### config.mk
export PLATFORM = sky130hd
export DESIGN_NAME = bcd_display_scan
export DESIGN_NICKNAME = d
export VERILOG_FILES = /design/src/rtl/bcd_display_scan_pkg.sv /design/src/rtl/bcd_to_seg7.sv /design/src/rtl/bcd_display_scan.sv
export SDC_FILE = /design/constraint.sdc
export NUM_CORES = 1
export LEC_CHECK = 0
export ABC_CLOCK_PERIOD_IN_PS = 2500
export CAP_MARGIN = 20
export CORE_ASPECT_RATIO = 1.25
export CORE_MARGIN = 5
export CORE_UTILIZATION = 25
export DETAILED_ROUTE_END_ITERATION = 8
export GPL_TIMING_DRIVEN = 0
export SYNTH_ARGS = -nofsm -noshare
export SYNTH_HDL_FRONTEND = slang
export SYNTH_SLANG_ARGS = --single-unit
### constraint.sdc
create_clock -name clk -period 2.5 [get_ports clk]
set_input_delay 0.5 -clock clk [delete_from_list [all_inputs] [get_ports clk]]
set_output_delay 0.5 -clock clk [all_outputs]
set_load 0.02 [all_outputs]
### src/rtl/bcd_display_scan_pkg.sv
// Shared constants for the multiplexed BCD display: active-low glyphs ({g,f,e,d,c,b,a})
// and default timing divisors.
package bcd_display_scan_pkg;

    localparam int SCAN_DIV_DEFAULT  = 50000;
    localparam int BLINK_DIV_DEFAULT = 256;

    localparam logic [6:0] SEG_0    = 7'b1000000;
    localparam logic [6:0] SEG_1    = 7'b1111001;
    localparam logic [6:0] SEG_2    = 7'b0100100;
    localparam logic [6:0] SEG_3    = 7'b0110000;
    localparam logic [6:0] SEG_4    = 7'b0011001;
    localparam logic [6:0] SEG_5    = 7'b0010010;
    localparam logic [6:0] SEG_6    = 7'b0000010;
    localparam logic [6:0] SEG_7    = 7'b1111000;
    localparam logic [6:0] SEG_8    = 7'b0000000;
    localparam logic [6:0] SEG_9    = 7'b0010000;
    localparam logic [6:0] SEG_DASH = 7'b0111111;
    localparam logic [6:0] SEG_OFF  = 7'b1111111;

endpackage

### src/rtl/bcd_to_seg7.sv
// Combinational BCD nibble to active-low seven-segment glyph; non-BCD codes show a dash.
module bcd_to_seg7
    import bcd_display_scan_pkg::*;
(
    input  logic [3:0] bcd,
    output logic [6:0] seg_n
);

    always_comb begin
        seg_n = SEG_DASH;
        case (bcd)
            4'd0:    seg_n = SEG_0;
            4'd1:    seg_n = SEG_1;
            4'd2:    seg_n = SEG_2;
            4'd3:    seg_n = SEG_3;
            4'd4:    seg_n = SEG_4;
            4'd5:    seg_n = SEG_5;
            4'd6:    seg_n = SEG_6;
            4'd7:    seg_n = SEG_7;
            4'd8:    seg_n = SEG_8;
            4'd9:    seg_n = SEG_9;
            default: seg_n = SEG_DASH;
        endcase
    end

endmodule

### src/rtl/bcd_display_scan.sv
// Four-digit multiplexed display driver: snapshots an upstream BCD count, scans the
// digits, blanks leading zeros on request and blinks the whole display on overflow.
module bcd_display_scan
    import bcd_display_scan_pkg::*;
#(
    parameter int SCAN_DIV  = SCAN_DIV_DEFAULT,
    parameter int BLINK_DIV = BLINK_DIV_DEFAULT
) (
    input  logic        clk,
    input  logic        reset,
    input  logic [15:0] bcd_in,
    input  logic        ovr_in,
    input  logic        load,
    input  logic        blank_lz,
    output logic [3:0]  an_n,
    output logic [6:0]  seg_n
);

    localparam int PW = $clog2(SCAN_DIV);
    localparam int BW = $clog2(BLINK_DIV) + 1;
    localparam logic [PW-1:0] PRESC_LAST = PW'(SCAN_DIV - 1);
    localparam logic [BW-1:0] BLINK_LAST = BW'(BLINK_DIV - 1);

    logic [15:0]   snap;
    logic          snap_ovr;
    logic [PW-1:0] presc;
    logic [1:0]    idx;
    logic [BW-1:0] bcnt;
    logic          blink_on;

    logic          scan_tick;
    logic [3:0]    nibble;
    logic [6:0]    glyph;
    logic [3:0]    lz;
    logic          blank_cur;
    logic          dark;

    assign scan_tick = (presc == PRESC_LAST);
    assign nibble    = snap[{idx, 2'b00} +: 4];

    // lz[k]: snapshot digits k..3 are all zero; digit 0 is never a leading zero.
    assign lz[3] = (snap[15:12] == 4'd0);
    assign lz[2] = lz[3] & (snap[11:8] == 4'd0);
    assign lz[1] = lz[2] & (snap[7:4] == 4'd0);
    assign lz[0] = 1'b0;

    assign blank_cur = blank_lz & lz[idx];
    assign dark      = snap_ovr & ~blink_on;

    bcd_to_seg7 u_dec (
        .bcd   (nibble),
        .seg_n (glyph)
    );

    always_ff @(posedge clk or posedge reset) begin
        if (reset) begin
            snap     <= '0;
            snap_ovr <= 1'b0;
            presc    <= '0;
            idx      <= 2'd0;
            bcnt     <= '0;
            blink_on <= 1'b1;
            an_n     <= 4'b1111;
            seg_n    <= SEG_OFF;
        end else begin
            if (load) begin
                snap     <= bcd_in;
                snap_ovr <= ovr_in;
            end

            if (scan_tick) begin
                presc <= '0;
                idx   <= idx + 2'd1;
            end else begin
                presc <= presc + PW'(1);
            end

            if (!snap_ovr) begin
                bcnt     <= '0;
                blink_on <= 1'b1;
            end else if (scan_tick) begin
                if (bcnt == BLINK_LAST) begin
                    bcnt     <= '0;
                    blink_on <= ~blink_on;
                end else begin
                    bcnt <= bcnt + BW'(1);
                end
            end

            // Output register: reflects the index and snapshot as they stood before this edge.
            an_n  <= ~(4'b0001 << idx);
            seg_n <= (blank_cur || dark) ? SEG_OFF : glyph;
        end
    end

endmodule
Run 1, cells by drive strength:
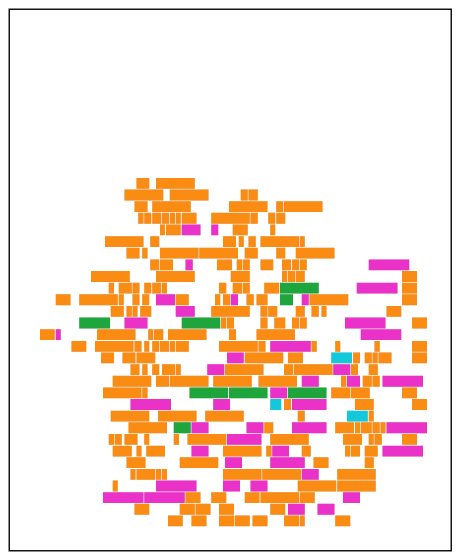
[x3 and x4] cyan | cells: 3 | most used: nand2b_4
[x1 and smaller] orange | cells: 218 | most used: dfrtp_1
[x2] magenta | cells: 43 | most used: mux2_2
[x6 and larger] green | cells: 8 | most used: clkbuf_16
post-route cell area: 3330 um^2
synthesis-to-finish area growth: 23.4%
final critical-path setup slack: 0.591 ns
total of plain and repair buffers excluding clock buffers: 38

Run 1, signal wires on met2:
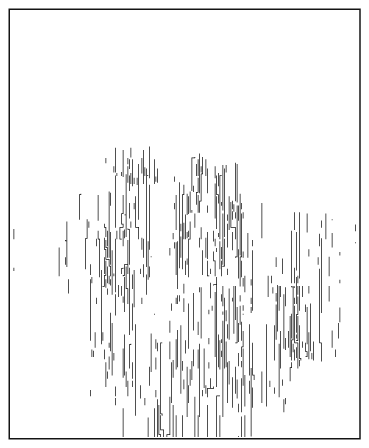
longest straight run: 32.3 um
main direction: vertical
wire length on this layer: 2,660 um
share of all routed wire: 50%
nets with wire on the layer: 260
detailed-route wire length: 5280 um
routed vias: 1,855
met2 Use GR: 14.4%

==> results_slide.txt, run 1 <==
Key Metrics from the Run

Run status
  • Status: complete, no violations

Placed design
  • Instance area after placement: between 3000 and 4000 um^2
  • Dpl cells: a little under 400
  • Worst setup slack after placement: ~0.63 ns

Clocking
  • Number of resized instances in the post-cts repair step: 0
  • TritonCTS clock tree: yes
  • Bufs on Longest Clock Path: 2
  • Worst-path clk slew: 0.07 ns
  • Insertion delay of the later-clocked pin in the worst-skew pair: 0.29 ns

Layout
  • Sequential cell area in the final layout: 1420 um^2
  • Multi-input combinational gate total: 158
  • Comb. cell area: 1200 um^2
  • Fillcell total: 1,059
  • Dominant class by area: registers
  • Clock tree cell share of total cell area: 4.39%
  • Biggest registers after layout: presc (16), snap (16), bcnt (9)
  • Most instantiated logic cells after routing: 44 x sky130_fd_sc_hd__dfrtp_1, 30 x sky130_fd_sc_hd__clkdlybuf4s50_1, 18 x sky130_fd_sc_hd__nand2_1
  • Area share of buffers outside the clock network: between 10% and 20%

GRT
  • Vias in the first global route: about 2,000
  • Global-route wire length before repair: 9240 um
  • Busiest grt layer: met2
  • Total track usage: 8.80%
  • Global route total overflow: 0

STA
  • Minimum clock period: 1.91 ns
  • Crit share post-route: roughly three quarters
  • Hold Fails Final Rpt: 0
  • Worst Max-Slew Pin Slew: 0.612 ns

Pwr
  • Sequential fraction of design power: about half
  • Int Power: 0.00147 W
  • Clock power frac: 36.3%

Logic synthesis
  • Main flop type: sky130_fd_sc_hd__dfrtp_1
  • Synth area leader: sky130_fd_sc_hd__dfrtp_1
  • Proportion of synthesized chip area in sequential cells: ~52%
  • Compound-gate portion of the synthesized area: approximately 7.6%
  • Post-synthesis sequential element count: 56
  • Average cell area after synthesis: between 10 and 15 um^2
  • Netlist area before placement: 2700 um^2

Critical path
  • Slowest stage cell, crit path: sky130_fd_sc_hd__clkdlybuf4s50_1
  • Ordered cell list for the critical path: clkdlybuf4s50_1
  • Path depth of the worst reg2reg path: 7
  • Buffers and inverters on the worst path: 1
  • Setup crit end: an_n[1]

Floorplanning
  • Height of the die: 126 um
  • Horizontal die size: ~100 um
  • Ports placed on the boundary: 32

Route
  • Routed wirelength normalized by instance count: between 10 and 15 um
  • Post-route ant nets: 0
  • Met1 Routed Length: 2350 um
Run 1, logic cells by family:
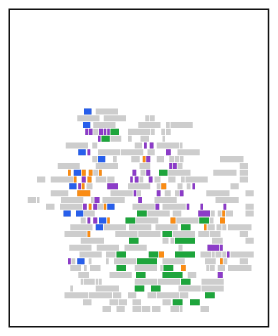
[nor cells] orange | cells: 21 | most used: nor2_1
[xor and xnor cells] blue | cells: 12 | most used: xnor2_1
[nand cells] purple | cells: 41 | most used: nand2_1
[mux cells] green | cells: 24 | most used: mux2_2 | where: bottom center
most common library cell in the layout ignoring fill and taps: sky130_fd_sc_hd__dfrtp_1
fraction of area in multi-input gates: 36.0%

Run 1, placement by cell class:
Scale bar: 20 um. Fill, decap, tap and diode cells in gray.
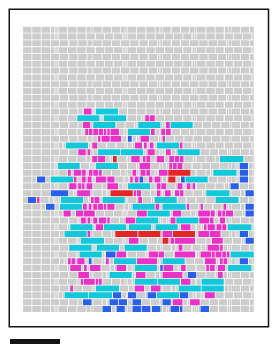
[clock drivers and dummy loads] red | cells: 8 | share of their area: 4.6%
[registers] cyan | cells: 56 | share of their area: 45%
[remaining buffers and delay cells] blue | cells: 38 | share of their area: 11%
[remaining logic cells] magenta | cells: 170 | share of their area: 39%
sequential share of cell area: 42.5%
Std-Cell Core Area: 10,600 um^2
Layout Utilization: 31.5%
FP Rows: 42

[run 1: power by group through the flow]
stage                     clock, W  sequential (W)  combinational (W)
after floorplan                  0         0.00103           0.000122
after global placement           0         0.00101           0.000239
after detailed placement         0         0.00101           0.000248
after CTS                 0.000717        0.000991           0.000249
after global routing      0.000756        0.000995           0.000267
final                     0.000703        0.000989           0.000244
[run 1: synthesized netlist by cell type, types with 2 or more instances]
| cell type | count |
|---|---|
| sky130_fd_sc_hd__dfstp_2 | 12 |
| sky130_fd_sc_hd__clkbuf_1 | 2 |
| sky130_fd_sc_hd__o21ai_0 | 10 |
| sky130_fd_sc_hd__o21ai_1 | 2 |
| sky130_fd_sc_hd__nand3_1 | 17 |
| sky130_fd_sc_hd__and4bb_2 | 2 |
| sky130_fd_sc_hd__and3_1 | 6 |
| sky130_fd_sc_hd__nor3_1 | 3 |
| sky130_fd_sc_hd__xnor2_1 | 8 |
| sky130_fd_sc_hd__nor2_1 | 12 |
| sky130_fd_sc_hd__a21oi_1 | 7 |
| sky130_fd_sc_hd__nand4_1 | 2 |
| sky130_fd_sc_hd__buf_2 | 3 |
| sky130_fd_sc_hd__inv_1 | 12 |
| sky130_fd_sc_hd__mux2i_1 | 3 |
| sky130_fd_sc_hd__xor2_1 | 4 |
| sky130_fd_sc_hd__a22o_1 | 2 |
| sky130_fd_sc_hd__dfrtp_1 | 44 |
| sky130_fd_sc_hd__mux4_2 | 4 |
| sky130_fd_sc_hd__nand2_1 | 18 |
| sky130_fd_sc_hd__mux2_2 | 17 |
| sky130_fd_sc_hd__ha_1 | 11 |
| sky130_fd_sc_hd__or3_1 | 4 |
| sky130_fd_sc_hd__nand2b_4 | 2 |
| sky130_fd_sc_hd__nor4_1 | 4 |
==> run 2: changes to the inputs <==
--- a/config.mk
+++ b/config.mk
@@ -5,7 +5,7 @@
 export SDC_FILE = /design/constraint.sdc
 export NUM_CORES = 1
 export LEC_CHECK = 0
-export ABC_CLOCK_PERIOD_IN_PS = 2500
+export ABC_CLOCK_PERIOD_IN_PS = 1900
 export CAP_MARGIN = 20
 export CORE_ASPECT_RATIO = 1.25
 export CORE_MARGIN = 5
==> constraint.sdc (replaced) <==
create_clock -name clk -period 1.9 [get_ports clk]
set_input_delay 0.38 -clock clk [delete_from_list [all_inputs] [get_ports clk]]
set_output_delay 0.38 -clock clk [all_outputs]
set_load 0.02 [all_outputs]
Run 2, signal wires on met2:
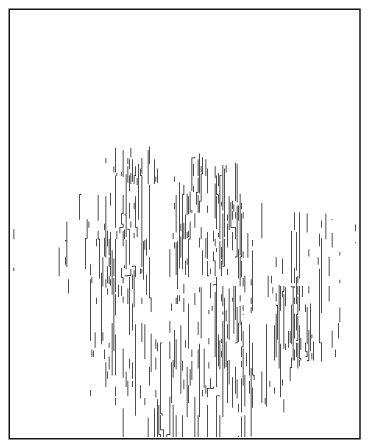
share of all routed wire: 50%
longest straight run: 32.3 um
main direction: vertical
nets with wire on the layer: 260
detailed-route wire length: 5270 um
routed vias: 1,856

Run 2, logic cells by family:
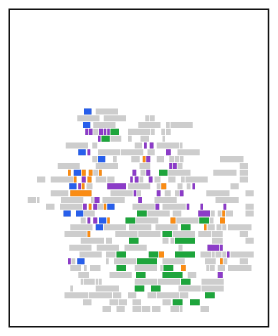
[nor cells] orange | cells: 21 | most used: nor2_1
[nand cells] purple | cells: 41 | most used: nand2_1
[xor and xnor cells] blue | cells: 12 | most used: xnor2_1
[mux cells] green | cells: 24 | most used: mux2_2 | where: bottom center
final non-filler cell total: 404
fraction of area in multi-input gates: 36.4%

==> results_slide.txt, run 2 <==
Key Metrics from the Run

GRT
  • Global-route wire length before repair: 9240 um (unchanged)

Logic synthesis
  • Proportion of synthesized chip area in sequential cells: 52.5% (unchanged)
  • Netlist area before placement: 2700 um^2 (unchanged)
  • Synth area leader: sky130_fd_sc_hd__dfrtp_1

Clocking
  • TritonCTS clock tree: yes
  • Bufs on Longest Clock Path: 2 (unchanged)

Placed design
  • Dpl cells: 396 (unchanged)
  • Worst setup slack after placement: 0.0255 ns (-0.600 ns)
  • Instance area after placement: 3190 um^2 (unchanged)

Floorplanning
  • FP Rows: 42 (unchanged)
  • Ports placed on the boundary: 32 (unchanged)
  • Horizontal die size: 103 um (unchanged)
  • Std-Cell Core Area: 10,600 um^2 (unchanged)
  • Height of the die: 126 um (unchanged)

Run status
  • Status: complete, no violations

Layout
  • Layout Utilization: 31.8% (+0.23 points)
  • Post-route cell area: 3360 um^2 (+0.71%)

STA
  • Worst Max-Slew Pin Slew: 0.611 ns (-0.000935 ns)
  • Minimum clock period: 1.79 ns

Route
  • Post-route ant nets: 0 (unchanged)

Critical path
  • Slowest stage cell, crit path: sky130_fd_sc_hd__mux4_2
==> run 2: report_power, final <==
part           internal (W)  switching (W)  total (W)  leakage, nW
clock network      0.000492       0.000430   0.000921       0.0702
logic              0.000167       0.000155   0.000323        0.631
registers           0.00127      0.0000324    0.00130        0.688
total               0.00193       0.000617    0.00255         1.39
==> run 2: path summary, 6_finish.rpt <==
| check | startpoint | endpoint | slack [ns] |
|---|---|---|---|
| worst min-delay path | presc[15] | presc[15] | 0.48 |
| worst max register to register | idx[0] | seg_n[2] | 0.11 |
| min in group asynchronous | reset | presc[5] | 0.49 |
| worst max-delay path | idx[0] | seg_n[2] | 0.11 |
| worst min register to register | presc[15] | presc[15] | 0.48 |
| max in group asynchronous | reset | seg_n[3] | 0.77 |
==> run 2: repair_timing <==
action	in CTS	in global routing
gates resized	0	5
hold buffers	0	0
endpoints found under the setup margin	0	4
setup buffers	0	1
==> run 2: cell families (layout without fill, tap and decap cells) <==
logic type / count (synthesis) / count (layout) / synth area share [%]
xor gates and xnor gates: 12 / 12 / 3.89
adders and majority gates: 11 / 11 / 5.10
DFF: 56 / 56 / 52.5
AOI/OAI and AO/OA: 32 / 32 / 7.60
muxes: 24 / 24 / 11.5
and+or+nand+nor: 79 / 79 / 16.4
buffers and inverters: 19 / 58 / 3.06
==> run 2: area by class of cell <==
class / count / area (um^2)
sequential: 56 / 1420
buffer: 6 / 33.8
fill: 1053 / 7210
clock inverter: 3 / 21.3
inverter: 12 / 45.0
tap: 132 / 165
clock buffer: 5 / 125
timing repair buffer: 32 / 328
multi-input combinational: 158 / 1220
==> run 2: per-layer routing <==
layer	up-vias	wire length, um	track usage [%]
met5	-	0	0
met4	0	75	3.51
met3	4	169	1.94
met2	23	2660	14.4
met1	918	2370	11.1
li1	911	-	-
No activity file was given, so power comes from the tool's default toggle rates.
